## src/rtl/uart_frame_sched.sv

```systemverilog
// Round-robin transmit scheduler: drains completed frames from the RX-echo and TX
// byte buffers, one byte at a time, into the UART TX valid/ready byte stream.
module uart_frame_sched #(
   parameter int ADDR_W = 10,
   parameter int DATA_W = 8
) (
   input  logic              i_clk,
   input  logic              i_reset,
   input  logic              i_rx_mem_wdone,
   input  logic [ADDR_W-1:0] i_rx_mem_byte,
   input  logic              i_tx_mem_wdone,
   input  logic [ADDR_W-1:0] i_tx_mem_byte,
   output logic              o_rx_mem_ren,
   output logic [ADDR_W-1:0] o_rx_mem_raddr,
   input  logic [DATA_W-1:0] i_rx_mem_rdata,
   output logic              o_tx_mem_ren,
   output logic [ADDR_W-1:0] o_tx_mem_raddr,
   input  logic [DATA_W-1:0] i_tx_mem_rdata,
   output logic              o_byte_valid,
   output logic [DATA_W-1:0] o_byte_data,
   input  logic              i_byte_ready,
   output logic              o_busy,
   output logic              o_src,
   output logic              o_frame_done,
   output logic              o_drop
);

   localparam logic [ADDR_W-1:0] ONE = {{(ADDR_W-1){1'b0}}, 1'b1};

   typedef enum logic [2:0] {
      S_IDLE,
      S_READ,
      S_LAT,
      S_HOLD,
      S_DONE
   } state_t;

   state_t            state, state_nx;
   logic [1:0]        pend, pend_nx;
   logic [1:0]        wd, clr, held, load;
   logic [ADDR_W-1:0] len_rx, len_tx, cur_len;
   logic [ADDR_W-1:0] idx, idx_nx;
   logic              src, src_nx;
   logic              last;
   logic              drop, drop_nx;
   logic [DATA_W-1:0] byte_data;

   // Bit 0 is the RX buffer, bit 1 the TX buffer; zero-length notifications never count.
   always_comb begin
      wd[0]   = i_rx_mem_wdone && (i_rx_mem_byte != '0);
      wd[1]   = i_tx_mem_wdone && (i_tx_mem_byte != '0);
      clr[0]  = (state == S_DONE) && !src;
      clr[1]  = (state == S_DONE) && src;
      // A source finishing this cycle is free again, so a coincident wdone is accepted.
      held    = pend & ~clr;
      load    = wd & ~held;
      pend_nx = held | wd;
      drop_nx = |(wd & held);
   end

   assign cur_len = src ? len_tx : len_rx;

   always_comb begin
      state_nx = state;
      idx_nx   = idx;
      src_nx   = src;
      case (state)
         S_IDLE: begin
            if (pend != 2'b00) begin
               state_nx = S_READ;
               idx_nx   = '0;
               src_nx   = (pend == 2'b11) ? ~last : pend[1];
            end
         end
         S_READ: state_nx = S_LAT;
         S_LAT:  state_nx = S_HOLD;
         S_HOLD: begin
            if (i_byte_ready) begin
               if (idx == cur_len - ONE) begin
                  state_nx = S_DONE;
               end else begin
                  state_nx = S_READ;
                  idx_nx   = idx + ONE;
               end
            end
         end
         S_DONE:  state_nx = S_IDLE;
         default: state_nx = S_IDLE;
      endcase
   end

   always_ff @(posedge i_clk or posedge i_reset) begin
      if (i_reset) begin
         state  <= S_IDLE;
         pend   <= 2'b00;
         len_rx <= '0;
         len_tx <= '0;
         idx    <= '0;
         src    <= 1'b0;
         last   <= 1'b1;
         drop   <= 1'b0;
      end else begin
         state <= state_nx;
         pend  <= pend_nx;
         idx   <= idx_nx;
         src   <= src_nx;
         drop  <= drop_nx;
         if (load[0]) len_rx <= i_rx_mem_byte;
         if (load[1]) len_tx <= i_tx_mem_byte;
         if (state == S_DONE) last <= src;
      end
   end

   // Read data arrives during LAT and is held until the serializer takes it.
   always_ff @(posedge i_clk or posedge i_reset) begin
      if (i_reset) begin
         byte_data <= '0;
      end else if (state == S_LAT) begin
         byte_data <= src ? i_tx_mem_rdata : i_rx_mem_rdata;
      end
   end

   always_comb begin
      o_rx_mem_ren   = (state == S_READ) && !src;
      o_tx_mem_ren   = (state == S_READ) && src;
      o_rx_mem_raddr = o_rx_mem_ren ? idx : '0;
      o_tx_mem_raddr = o_tx_mem_ren ? idx : '0;
      o_byte_valid   = (state == S_HOLD);
      o_byte_data    = byte_data;
      o_busy         = (state != S_IDLE);
      o_src          = src;
      o_frame_done   = (state == S_DONE);
      o_drop         = drop;
   end

endmodule
```

## config.mk

```make
export PLATFORM = sky130hd
export DESIGN_NAME = uart_frame_sched
export DESIGN_NICKNAME = d
export VERILOG_FILES = /design/src/rtl/uart_frame_sched.sv
export SDC_FILE = /design/constraint.sdc
export NUM_CORES = 1
export LEC_CHECK = 0
export CAP_MARGIN = 20
export CORE_MARGIN = 5
export CORE_UTILIZATION = 45
export CTS_BUF_LIST = sky130_fd_sc_hd__clkbuf_8
export CTS_CLUSTER_DIAMETER = 40
export DETAILED_ROUTE_END_ITERATION = 8
export PLACE_DENSITY = 0.79
export SYNTH_ARGS = -nofsm -noshare
export SYNTH_HDL_FRONTEND = slang
export SYNTH_SLANG_ARGS = --single-unit
export TNS_END_PERCENT = 100
```

## constraint.sdc

```tcl
create_clock -name i_clk -period 3.25 [get_ports i_clk]
set_input_delay 0.65 -clock i_clk [delete_from_list [all_inputs] [get_ports i_clk]]
set_output_delay 0.65 -clock i_clk [all_outputs]
set_load 0.02 [all_outputs]
```

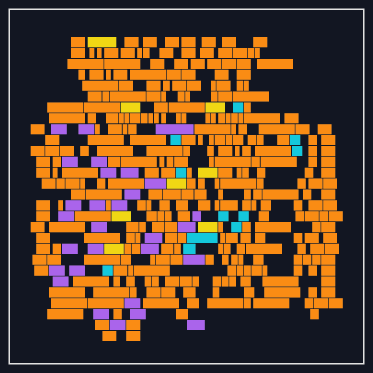
Figure 1: sizing map.
Drawn at 4 px/um.
colour	size	cells	most used
orange	_0 and _1 cells	310	clkdlybuf4s50_1
purple	_2 cells	29	mux2_2
yellow	_6 and larger	8	clkbuf_8
cyan	_3 and _4 cells	11	buf_4
Non-CTS buffers: 85
final non-filler cell area: 0.00372 mm^2
worst setup margin: 0.333 ns
Layout Area Growth over Synthesis: 34.8%

==> run notes <==
impl run done, here's what came out: ys flops=~46, Final Max Slew Viols=0, Synth Instances=278, crit start category=flop, RSZ-0062 raised after global routing=false, DR vias/cell=~5.5, setup TNS=0 ns, cell area after synthesis=0.00276 mm^2, Yosys warnings=0, Hold-fix buffers, CTS=0, switching share of power=0.389, fmax=roughly 340 MHz, GR Overflow Total=0, DR top layer=met4, clock power share=0.173, htree depth=2, CP required=3.48 ns, Hold Violations, Final=0, DP Area=between 0.003 and 0.004 mm^2, worst setup path class=reg2reg, Crit path arrival time=about 3.1 ns, drt drc=0, cycle use final=0.897, net switching power figure=881 uW, CTS tree=done, measured slew at the worst slew-check pin=roughly 0.59 ns, metal2 WL=3050 um, outcome=completed, 1st-pass router iterations=4, clock slew at reported path FFs=0.09 ns, starting DRC count in detailed routing=72, syn_nets=between 300 and 400, first-pass GRT wire length=just over 10000 um, # Cells Yosys=between 200 and 300, # Max-Cap Violations=0, Worst Setup End Kind=flop, Pwr Density=610 mW/mm^2, TritonCTS buffer count=5
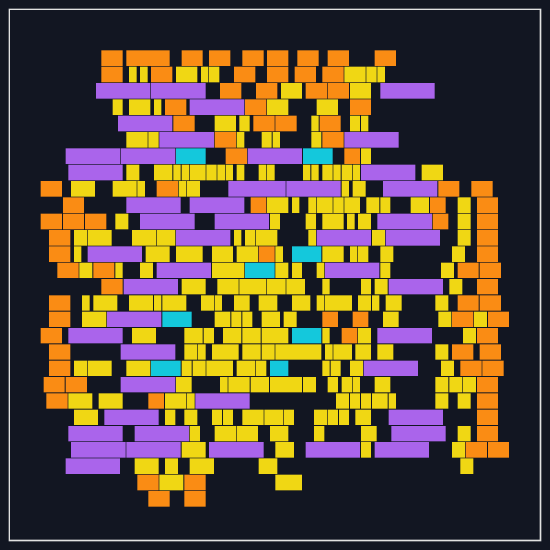
Figure 2: placement by cell class.
Drawn at 6 px/um.
colour	class	cells	share of their area
cyan	clock drivers and dummy loads	8	2.9%
orange	other buffers and delay cells	85	23%
yellow	combinational and other logic	219	42%
purple	flops	46	32%
Core ar.: 0.00596 mm^2
Rows: 28
final core utilization: 0.624
Seq/total area: 0.310

==> placed cells by master, fill, tap and decap left out, types with 3 or more instances in the layout <==
cell	instances
a21oi_1	16
a31oi_1	4
and2_1	22
buf_4	9
clkbuf_8	7
clkdlybuf4s50_1	75
dfrtp_1	45
inv_1	6
mux2_2	20
mux2i_1	20
nand2_1	18
nand3_1	4
nand4_1	3
nor2_1	22
nor3_1	11
nor3b_1	3
nor4_1	4
nor4b_1	3
o211ai_1	3
o21ai_0	5
o21ai_1	4
o31ai_1	4
or3_1	7
xnor2_1	9
xor2_1	4
==> layout make-up <==
type                       count  area [um^2]
clock buffer                   7         96.3
clock inverter                 1         8.76
fill                         477         2240
inverter                       7         26.3
multi-input combinational    212         1500
sequential                    46         1150
tap                           75         93.8
timing repair buffer          85          838
==> routing by layer <==
layer,track usage,vias to the layer above
met5,0,-
met4,0.0536,0
met3,0.0372,11
met2,0.275,68
met1,0.220,1123
li1,-,1161
==> repair_timing <==
action | in CTS | in global routing
resized | 0 | 0
setup buffers | 0 | 2
endpoints found under the setup margin | 0 | 2
==> registers in the layout, summed over array words and instances (netlist names) <==
signal	flops
idx	10
pend	2
o_byte_data	8
last	1
o_drop	1
state	3
len_rx	10
len_tx	10
o_src	1
==> power by group through the flow <==
stage	logic (uW)	registers, uW	clock network (uW)
final	1110	769	393
after global routing	1200	792	421
after global placement	1080	776	0
after CTS	1110	771	402
after floorplan	723	809	0
after detailed placement	1110	783	0
==> kinds of logic (layout without fill, tap and decap cells) <==
group,count (synthesis),in the layout,share of synthesized area
multiplexers,40,40,0.154
flip-flops,46,46,0.418
buffers and inverters,20,100,0.0381
XOR/XNOR,13,13,0.0413
AND-OR/OR-AND,45,45,0.103
AND/OR/NAND/NOR,112,112,0.236
adder cells (fa/ha/maj),2,2,0.00907
==> final timing paths <==
path	start	to	depth (start not counted)
worst min-delay path	last	last	2
max in group asynchronous	i_reset	len_tx[3]	4
worst max register to register	o_src	idx[8]	10
worst min register to register	last	last	2
min in group asynchronous	i_reset	o_byte_data[1]	2
worst max-delay path	o_src	idx[8]	10
==> stage by stage <==
step,instances,worst slack (ns)
2_1_floorplan,278,0.0947
3_3_place_gp,422,0.492
3_5_place_dp,422,0.302
4_1_cts,430,0.304
5_1_grt,433,0.0834
6_report,433,0.333
==> worst max-delay path, cell delays in order, from the launching register on <==
cell and delay (ns):
dfrtp_1 0.42, mux2i_1 0.32, ha_1 0.26, nor4b_1 0.26
a22oi_1 0.18, or3_1 0.40, nand4_2 0.11, nor4_4 0.06
buf_4 0.17, or4_1 0.49, a21oi_1 0.16
Power is estimated from default activity; no workload was simulated.
